<file path="config.mk">
export PLATFORM = sky130hd
export DESIGN_NAME = apple_spawner
export DESIGN_NICKNAME = d
export VERILOG_FILES = /design/src/rtl/apple_spawner.sv
export SDC_FILE = /design/constraint.sdc
export NUM_CORES = 1
export LEC_CHECK = 0
export CORE_MARGIN = 4
export CORE_UTILIZATION = 31
export CTS_CLUSTER_DIAMETER = 150
export DETAILED_ROUTE_END_ITERATION = 10
export PLACE_DENSITY_LB_ADDON = 0.2
export SLEW_MARGIN = 20
export SYNTH_ARGS = -nofsm -noshare
export SYNTH_HDL_FRONTEND = slang
export SYNTH_SLANG_ARGS = --single-unit
</file>
<file path="constraint.sdc">
create_clock -name VGA_clk -period 1.9 [get_ports VGA_clk]
set_input_delay 0.38 -clock VGA_clk [delete_from_list [all_inputs] [get_ports VGA_clk]]
set_output_delay 0.38 -clock VGA_clk [all_outputs]
set_load 0.05 [all_outputs]
</file>
<file path="src/rtl/apple_spawner.sv">
// apple_spawner: places a grid-aligned apple for the snake game.
// A free-running 16-bit LFSR supplies candidate cells. Out-of-range
// candidates are skipped. In-range ones are checked against snake occupancy
// over a req/ack handshake, and the apple respawns after it is eaten.
//
// Ports:
//   VGA_clk, reset          - single clock, synchronous active-high reset
//   xCount, yCount          - current pixel coordinates
//   eaten                   - snake head is on the apple cell
//   occ_req, occ_cell_x/y   - occupancy query (held stable until occ_ack)
//   occ_ack, occ_hit        - query answer; occ_hit is valid with occ_ack
//   apple                   - registered: the current pixel is inside the apple
//   apple_x, apple_y        - apple pixel origin
//   apple_valid, board_full - an apple is placed / placement abandoned
//   apples_eaten            - saturating eaten counter
module apple_spawner #(
  parameter int          H_RES     = 640,
  parameter int          V_RES     = 480,
  parameter int          CELL      = 10,
  parameter int          X_W       = 10,
  parameter int          Y_W       = 9,
  parameter int          CX_W      = 6,
  parameter int          CY_W      = 6,
  parameter logic [15:0] SEED      = 16'hACE1,
  parameter int          MAX_TRIES = 255,
  parameter int          CNT_W     = 8
) (
  input  logic             VGA_clk,
  input  logic             reset,
  input  logic [X_W-1:0]   xCount,
  input  logic [Y_W-1:0]   yCount,
  input  logic             eaten,
  output logic             occ_req,
  output logic [CX_W-1:0]  occ_cell_x,
  output logic [CY_W-1:0]  occ_cell_y,
  input  logic             occ_ack,
  input  logic             occ_hit,
  output logic             apple,
  output logic [X_W-1:0]   apple_x,
  output logic [Y_W-1:0]   apple_y,
  output logic             apple_valid,
  output logic             board_full,
  output logic [CNT_W-1:0] apples_eaten
);

  typedef enum logic [1:0] {PICK, QUERY, PLACED, FULL} state_t;

  localparam int            TRY_W     = (MAX_TRIES < 2) ? 1 : $clog2(MAX_TRIES + 1);
  localparam logic [15:0]   LFSR_INIT = (SEED == 16'h0000) ? 16'h0001 : SEED;
  localparam logic [CX_W:0] CELLS_X   = (CX_W + 1)'(H_RES / CELL);
  localparam logic [CY_W:0] CELLS_Y   = (CY_W + 1)'(V_RES / CELL);
  localparam logic [X_W:0]  CELL_XW   = (X_W + 1)'(CELL);
  localparam logic [Y_W:0]  CELL_YW   = (Y_W + 1)'(CELL);

  state_t            state, state_d;
  logic [15:0]       lfsr;
  logic              lfsr_fb;
  logic [CX_W-1:0]   cand_x;
  logic [CY_W-1:0]   cand_y;
  logic              cand_ok;
  logic [TRY_W-1:0]  try_cnt, try_d, try_inc;
  logic [CX_W-1:0]   cell_x_d;
  logic [CY_W-1:0]   cell_y_d;
  logic [X_W-1:0]    apple_x_d;
  logic [Y_W-1:0]    apple_y_d;
  logic [CNT_W-1:0]  eaten_d;
  logic              pix_hit;

  // x^16+x^15+x^13+x^4+1, shifting toward the MSB
  assign lfsr_fb = lfsr[15] ^ lfsr[14] ^ lfsr[12] ^ lfsr[3];
  assign cand_x  = lfsr[CX_W-1:0];
  assign cand_y  = lfsr[CX_W+CY_W-1:CX_W];
  assign cand_ok = ({1'b0, cand_x} < CELLS_X) && ({1'b0, cand_y} < CELLS_Y);
  assign try_inc = try_cnt + TRY_W'(1);

  assign occ_req     = (state == QUERY);
  assign apple_valid = (state == PLACED);
  assign board_full  = (state == FULL);

  // High bounds are computed one bit wider so a cell on the right/bottom
  // edge does not wrap.
  assign pix_hit = apple_valid
                && (xCount >= apple_x)
                && ({1'b0, xCount} < ({1'b0, apple_x} + CELL_XW))
                && (yCount >= apple_y)
                && ({1'b0, yCount} < ({1'b0, apple_y} + CELL_YW));

  always_comb begin
    state_d   = state;
    try_d     = try_cnt;
    cell_x_d  = occ_cell_x;
    cell_y_d  = occ_cell_y;
    apple_x_d = apple_x;
    apple_y_d = apple_y;
    eaten_d   = apples_eaten;
    case (state)
      PICK: begin
        if (cand_ok) begin
          cell_x_d = cand_x;
          cell_y_d = cand_y;
          state_d  = QUERY;
        end
      end
      QUERY: begin
        if (occ_ack) begin
          if (!occ_hit) begin
            state_d   = PLACED;
            apple_x_d = X_W'(32'(occ_cell_x) * CELL);
            apple_y_d = Y_W'(32'(occ_cell_y) * CELL);
            try_d     = '0;
          end else begin
            try_d   = try_inc;
            state_d = (try_inc == TRY_W'(MAX_TRIES)) ? FULL : PICK;
          end
        end
      end
      PLACED: begin
        if (eaten) begin
          state_d = PICK;
          if (apples_eaten != '1) eaten_d = apples_eaten + CNT_W'(1);
        end
      end
      FULL: ;
      default: state_d = PICK;
    endcase
  end

  always_ff @(posedge VGA_clk) begin
    if (reset) begin
      state        <= PICK;
      lfsr         <= LFSR_INIT;
      try_cnt      <= '0;
      occ_cell_x   <= '0;
      occ_cell_y   <= '0;
      apple_x      <= '0;
      apple_y      <= '0;
      apples_eaten <= '0;
      apple        <= 1'b0;
    end else begin
      state        <= state_d;
      lfsr         <= {lfsr[14:0], lfsr_fb};
      try_cnt      <= try_d;
      occ_cell_x   <= cell_x_d;
      occ_cell_y   <= cell_y_d;
      apple_x      <= apple_x_d;
      apple_y      <= apple_y_d;
      apples_eaten <= eaten_d;
      apple        <= pix_hit;
    end
  end

endmodule
</file>
Fig. 1: pin placement
Pins as bars across the die edge, other pins in grey.
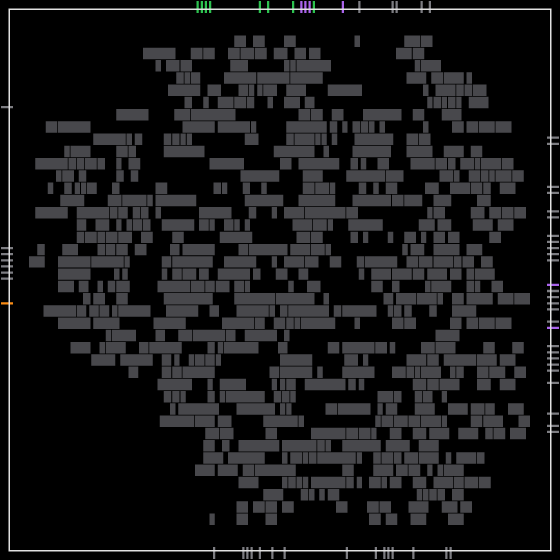
legend:
  board_full:
    colour: orange
    pins: 1
    direction: output
    edge: left
  apples_eaten:
    colour: green
    pins: 8
    direction: output
    edge: top
  occ_cell_x:
    colour: purple
    pins: 6
    direction: output
    edge: 4 top, 2 right
all pins by edge: 27 right, 17 top, 15 bottom, 8 left

Fig. 2: register map, names as in the netlist
The bar under the picture is 20 um long. Other sequential cells in the stronger grey, the rest of the logic in the fainter grey.
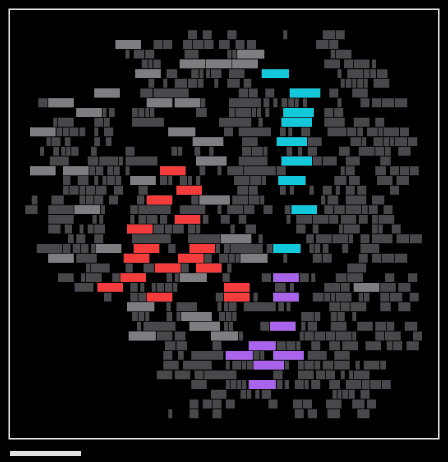
legend:
  apple_y:
    colour: purple
    flops: 8
  apple_x:
    colour: cyan
    flops: 9
  lfsr:
    colour: red
    flops: 16
not coloured: 31

==> out/qor.yml <==
top_power_group: "the clock network"
num-nets-final: 656
finish.utilization_pct: 45.9
violations: "setup timing"
clockBufferDepth: 2
ys_ff: 64
buf_share_pct: 17.9
required_ns: 2.14
maxSlewViolCount: 0
cts-root-buf: "clkbuf_16"
maxCapViolCount: 0
timing.reg2reg.setup_slack_ns: -0.22
core_sq_mm: 0.0121
setup_viol: 1
rsz0062_at_grt: "yes"
r2r-end: "apple"
mi_logic_area_sq_mm: 0.00262
whs_ns: 0.441
combPwrFrac_pct: 19.6
grt_max_degree: 27
power_frac_seq_pct: 38.0
via_per_inst: 4.68
ys_cells: 455
async_flop_share_pct: 0
timing.critical_path.buf_inv: 0
worst_ep_arrival_time_ns: 2.36
worst_slack_ns: -0.220
nWellTaps: 168
antenna_cells: 0
dp_cells: 728
postSynthSeqShare_pct: 33.1
setup-tns-final_ns: -0.220
use_met1_pct: 17.4
cp_num_cells: 10
crit_chain: "and3_4 > nand2_4 > nor2_4 > xnor2_2 > ha_1 > a2111oi_2 > o21ai_1 > a41oi_2 > o221ai_2 > a211oi_1"
postCtsSetupRepairBufs: 0
top_usage_layer: "met2"
maxUsedRoutingLayer: "met4"
status: "finished with violations"
Fig. 3: the clock network
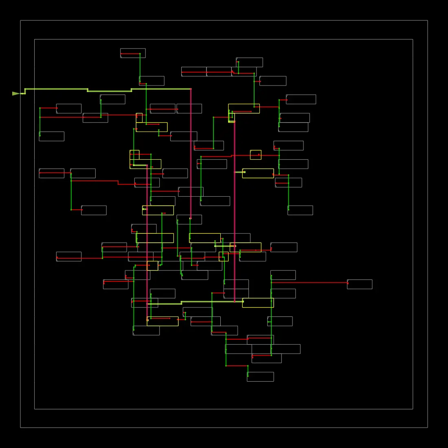
worst-skew pair later-pin latency: 0.33 ns
clock buf count: 9
Flops: 64
clk pwr: 1.62 mW
CTS Buf Count: 9

Fig. 4: gate families picked out
The bar under the picture is 20 um long.
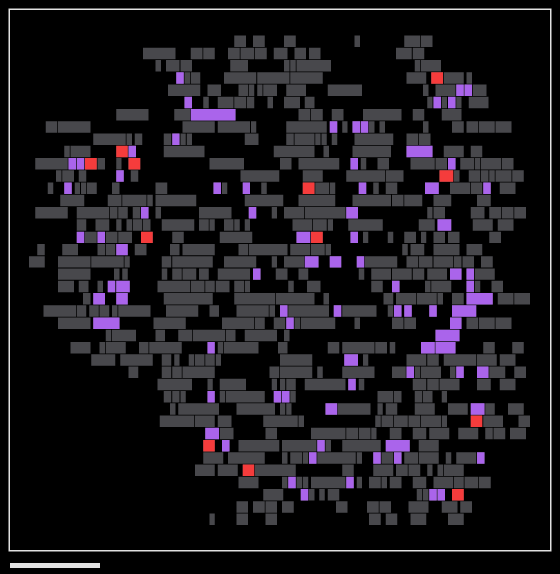
legend:
  inverting AOI/OAI gates:
    colour: purple
    cells: 82
    most_used: a21oi_1
    where: spread over the die
  AND-OR and OR-AND gates:
    colour: red
    cells: 12
    most_used: a21o_1

[logic make-up (layout without fill, tap and decap cells)]
logic type,count (synthesis),in the layout,share of synthesized area (%)
xor gates and xnor gates,29,29,6.55
other,1,2,0.0968
DFF,64,64,33.1
buffers and inverters,40,160,4.13
and+or+nand+nor,165,165,20.8
adders and majority gates,61,61,20.1
muxes,1,1,0.258
AOI/OAI and AO/OA,94,94,15.0
[flip-flops by register name, indices dropped and copies added (netlist names)]
name and flops:
try_cnt 8, lfsr 16, apples_eaten 8, apple 1, occ_cell_y 6, occ_cell_x 6, apple_y 8, state 2
apple_x 9
Power and IR drop assume default switching activity.
